**Clock wiring as the flow saved it**

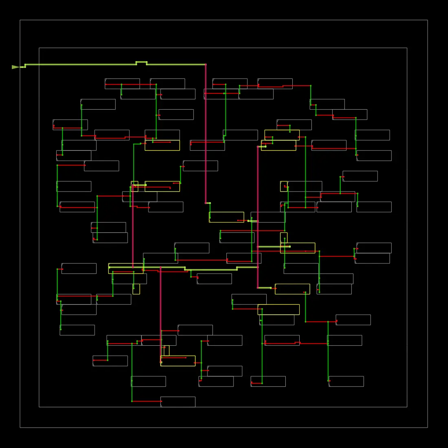
**Sequential cells colored by netlist name**

Drawn at 4 px/um. Other sequential cells in the stronger gray, the rest of the logic in the fainter gray.
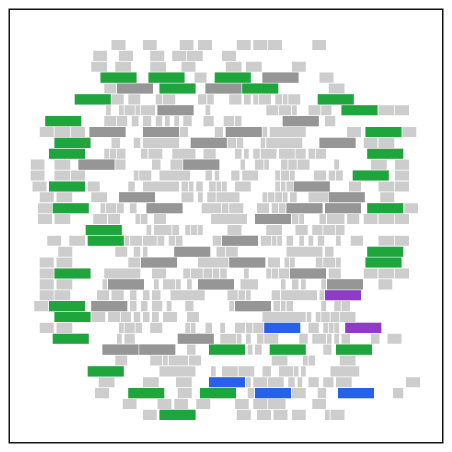
**Placement density heat map**

Drawn at 3 px/um. The die is cut into 11 by 11 equal tiles; white is low, dark blue is high, 0 to 100% covered.
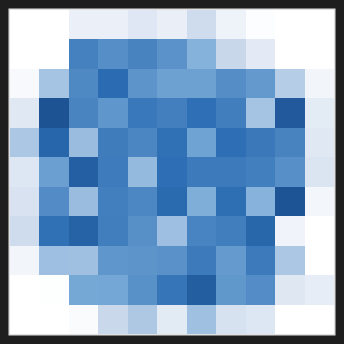
===== src/rtl/irq_timer.sv =====
// ---------------------------------------------------------------------------
// irq_timer
//
// Memory-mapped down-counting timer that raises an interrupt request for one
// bit of the CP0 hwint vector. Software programs a reload value (PRESET) and
// a control word (CTRL); the timer loads COUNT from PRESET, counts down to
// zero and then enters an interrupt state. It runs in one of two modes:
//   mode 1     : auto-reload, irq pulses for one cycle every period
//   mode 0/2/3 : one-shot, EN is cleared on reaching zero and irq stays high
//                until software re-enables, masks, or resets the timer
//
// Register map (decoded from addr[3:2]):
//   0 CTRL   {28'b0, IM, MODE[1:0], EN}   read/write
//   1 PRESET reload value                 read/write
//   2 COUNT  current count                read-only
//   3 -      reads 0, writes ignored
//
// Ports:
//   clk      system clock, all state changes on the rising edge
//   reset_n  asynchronous active-low reset, clears every register
//   addr     bridge byte address (only bits [3:2] decoded)
//   we       write strobe, sampled on the rising edge
//   din      write data
//   dout     combinational read data for the addressed register
//   irq      interrupt request, (state == INT) & IM
// ---------------------------------------------------------------------------
module irq_timer (
  input  logic        clk,
  input  logic        reset_n,
  input  logic [31:0] addr,
  input  logic        we,
  input  logic [31:0] din,
  output logic [31:0] dout,
  output logic        irq
);

  typedef enum logic [1:0] {
    IDLE = 2'd0,
    LOAD = 2'd1,
    CNT  = 2'd2,
    INT  = 2'd3
  } state_t;

  localparam logic [1:0] ADDR_CTRL   = 2'd0;
  localparam logic [1:0] ADDR_PRESET = 2'd1;
  localparam logic [1:0] ADDR_COUNT  = 2'd2;

  localparam logic [1:0] MODE_RELOAD = 2'b01;

  state_t      state;
  state_t      next_state;

  logic [3:0]  ctrl;
  logic [31:0] preset;
  logic [31:0] count;

  logic        en;
  logic [1:0]  mode;
  logic        im;
  logic        auto_reload;
  logic        count_zero;

  logic [1:0]  reg_sel;
  logic        ctrl_wr;
  logic        preset_wr;

  logic        load_count;
  logic        dec_count;
  logic        hw_en_clear;

  // Only addr[3:2] selects a register; the remaining address bits are
  // folded into a named sink so they are visibly and deliberately ignored.
  logic        unused_addr_bits;
  assign unused_addr_bits = ^{addr[31:4], addr[1:0]};

  // Field decode of the control word and of the bus access.
  assign en          = ctrl[0];
  assign mode        = ctrl[2:1];
  assign im          = ctrl[3];
  assign auto_reload = (mode == MODE_RELOAD);
  assign count_zero  = (count == 32'd0);

  assign reg_sel     = addr[3:2];
  assign ctrl_wr     = we && (reg_sel == ADDR_CTRL);
  assign preset_wr   = we && (reg_sel == ADDR_PRESET);

  // State register. Reset forces IDLE immediately, without waiting for clk.
  always_ff @(posedge clk or negedge reset_n) begin
    if (!reset_n) begin
      state <= IDLE;
    end else begin
      state <= next_state;
    end
  end

  // Next-state logic. All decisions use the registered EN, so a software
  // CTRL write takes effect on the edge after the one that wrote it.
  // In one-shot INT the hardware has already cleared EN, so the timer waits
  // there until software writes EN=1 again.
  always_comb begin
    next_state = state;
    case (state)
      IDLE: begin
        if (en) begin
          next_state = LOAD;
        end
      end
      LOAD: begin
        next_state = en ? CNT : IDLE;
      end
      CNT: begin
        if (!en) begin
          next_state = IDLE;
        end else if (count_zero) begin
          next_state = INT;
        end
      end
      INT: begin
        if (auto_reload) begin
          next_state = en ? LOAD : IDLE;
        end else begin
          next_state = en ? LOAD : INT;
        end
      end
      default: begin
        next_state = IDLE;
      end
    endcase
  end

  // Output and datapath-control decode from the registered state.
  // The decrement stops at zero so COUNT can never wrap, and the one-shot
  // EN clear is issued exactly on the edge that enters INT.
  always_comb begin
    load_count  = (state == LOAD);
    dec_count   = (state == CNT) && en && !count_zero;
    hw_en_clear = (state == CNT) && en && count_zero && !auto_reload;
    irq         = (state == INT) && im;
  end

  // Software-visible registers. A software CTRL write on the same edge as
  // the hardware EN clear overrides it, so a re-enable is never lost.
  // PRESET only reaches COUNT through LOAD, so rewriting PRESET while
  // counting affects the next period, not the current one.
  always_ff @(posedge clk or negedge reset_n) begin
    if (!reset_n) begin
      ctrl   <= 4'd0;
      preset <= 32'd0;
      count  <= 32'd0;
    end else begin
      if (ctrl_wr) begin
        ctrl <= din[3:0];
      end else if (hw_en_clear) begin
        ctrl[0] <= 1'b0;
      end

      if (preset_wr) begin
        preset <= din;
      end

      if (load_count) begin
        count <= preset;
      end else if (dec_count) begin
        count <= count - 32'd1;
      end
    end
  end

  // Read mux. Purely combinational from the address, so a read sees a
  // register update in the cycle after the edge that wrote it.
  always_comb begin
    dout = 32'd0;
    case (reg_sel)
      ADDR_CTRL:   dout = {28'd0, ctrl};
      ADDR_PRESET: dout = preset;
      ADDR_COUNT:  dout = count;
      default:     dout = 32'd0;
    endcase
  end

endmodule


===== config.mk =====
export PLATFORM = sky130hd
export DESIGN_NAME = irq_timer
export DESIGN_NICKNAME = d
export VERILOG_FILES = /design/src/rtl/irq_timer.sv
export SDC_FILE = /design/constraint.sdc
export NUM_CORES = 1
export LEC_CHECK = 0
export CORE_MARGIN = 5
export CORE_UTILIZATION = 40
export CTS_BUF_LIST = sky130_fd_sc_hd__clkbuf_16
export DETAILED_ROUTE_END_ITERATION = 8
export GPL_TIMING_DRIVEN = 0
export PLACE_DENSITY_LB_ADDON = 0.2
export SETUP_SLACK_MARGIN = 0.15
export SLEW_MARGIN = 20
export SYNTH_ARGS = -nofsm -noshare
export SYNTH_HDL_FRONTEND = slang
export SYNTH_SLANG_ARGS = --single-unit
export TNS_END_PERCENT = 1

===== constraint.sdc =====
create_clock -name clk -period 3.1 [get_ports clk]
set_clock_uncertainty 0.1 [all_clocks]
set_input_delay 0.465 -clock clk [delete_from_list [all_inputs] [get_ports clk]]
set_output_delay 0.465 -clock clk [all_outputs]
set_load 0.01 [all_outputs]

==> impl_metrics.tcl <==
# flow metrics
set metrics [dict create \
    outcome "finished, final reports clean" \
    detail_route.wirelength_um 11200 \
    r2r_end "count[28]" \
    grt_pass1_wl_um 18400 \
    worst_slew_pin_slew_ns 0.743 \
    cp-end-kind "output port" \
    max-vdd-ir-drop_mv 0.313 \
    ys_sh_xor_pct 0.911 \
    ys_sh_mux_pct 11.3 \
    worstHoldStart "preset[0]" \
    ys_top_logic_family "simple AND/OR/NAND/NOR gates" \
    cts_hold_buf 1 \
    antenna_left 0 \
    drive_above_1_share_pct 17.7 \
    clockPowerShare_pct 23.8 \
    overflow 0 \
    ff_type "dfrtp_1" \
    p_per_area_mw_per_mm2 824 \
    hold_viol 0 \
    io_pins 100 \
    yosysChipArea_mm2 0.00384 \
    post_cts_buffers 0 \
    synth-edff-count 0 \
    synthAdderAreaFrac_pct 0.326 \
    internal_power_mw 2.55 \
    switching_share_pct 38.5 \
    dr.pass1.iters 5 \
    yosysTopAreaCell "dfrtp_1" \
    final_net_count 526 \
    synth_top_area_share_pct 45.6 \
    ff2ff_path_depth 8 \
    finalSetupViolCount 0 \
    synthesis.area_mm2 0.00384 \
    cts_tree "done" \
    die_x_um 108 \
    num_vias 3384 \
    pwr-share-comb_pct 38.2 \
    crit_buf_inv 4 \
    dp_hpwl_um 7870 \
    most-common-layout-cells "70 x dfrtp_1, 66 x clkdlybuf4s50_1, 43 x nand2_1" \
    syn_avg_cell_area_um2 10.2 \
    setup.worst_path.end "dout[22]" \
    synth-simple-area-share_pct 19.7 \
    yosys-stat-cells 377 \
    final_area_mm2 0.00504 \
    finalCriticalPeriod_ns 2.79 \
    r2r_slack_ns 0.35 \
    lay_top_count "dfrtp_1" \
    p_seq_share_pct 37.9 \
]
About 'clock wiring as the flow saved it':
Clk power: 0.990 mW
Sink Count: 70
clkbuf count: 9
Clock Latency Late Sink: 0.33 ns

About 'sequential cells colored by netlist name':
`state` -> purple  # sequential cells 2
`preset` -> green  # sequential cells 32, where spread over the die
`ctrl` -> blue  # sequential cells 4
not colored = 32
seq pwr: 1.58 mW
Layout Utilization: 54.3%
Seq/total area: 34.8%
sequential cell area: 0.00175 mm^2

About 'placement density heat map':
fullest tile = 86%
mean over tiles = 42%
densest ninth of the die = middle
emptiest ninth of the die = top right
nearly empty tiles = 14%
core area: 0.00928 mm^2
initial core utilization: 41.4%

==> per-stage QoR <==
stage	hold slack (ns)	power, mW	cells	TNS, ns
5_1_grt	0.439	4.40	591	0
2_1_floorplan	0.0694	2.54	377	0
4_1_cts	0.427	4.15	591	0
3_5_place_dp	0.340	3.14	575	-13.28
3_3_place_gp	0.392	3.09	574	-89.50
6_report	0.423	4.15	591	0
==> flip-flops by register name, summed over array words and instances, names as in the netlist <==
| register | flops |
|---|---|
| state | 2 |
| ctrl | 4 |
| preset | 32 |
| count | 32 |
==> Yosys cell counts, types with 2 or more instances <==
cell,count
buf_1,4
mux2_2,35
buf_6,3
nor2_1,22
clkbuf_1,14
nor3b_1,3
o311ai_0,5
a221o_1,2
o21ai_1,7
nor4_2,2
nand2_1,43
a21oi_1,15
a22oi_1,3
nor4b_1,2
mux2i_1,4
o211a_1,2
a22o_1,27
nand3_1,17
or2_2,2
nor3_4,2
a31oi_1,2
nor2b_1,5
inv_1,5
or3_1,7
dfrtp_1,70
xor2_1,2
xnor2_1,2
nor3_1,7
o21ai_0,15
or3_4,2
buf_2,2
o211ai_1,10
nand2b_1,3
nor4_1,9
==> cell type report <==
| type | instances | area share [%] |
|---|---|---|
| Multi-Input combinational cell | 278 | 38.8 |
| Sequential cell | 70 | 34.8 |
| Timing Repair Buffer | 70 | 14.1 |
| Clock buffer | 9 | 4.47 |
| Buffer | 24 | 3.25 |
| Tap cell | 129 | 3.20 |
| Clock inverter | 6 | 1.07 |
| Inverter | 5 | 0.372 |
==> metal layers <==
| layer | share of wire [%] | global-route usage, % | up-vias |
|---|---|---|---|
| li1 | - | - | 1569 |
| met1 | 45 | 26.4 | 1687 |
| met2 | 48 | 33.6 | 117 |
| met3 | 6.5 | 4.96 | 11 |
| met4 | 1.1 | 5.68 | 0 |
| met5 | 0 | 0 | - |
No activity file was given, so power comes from the tool's default toggle rates.
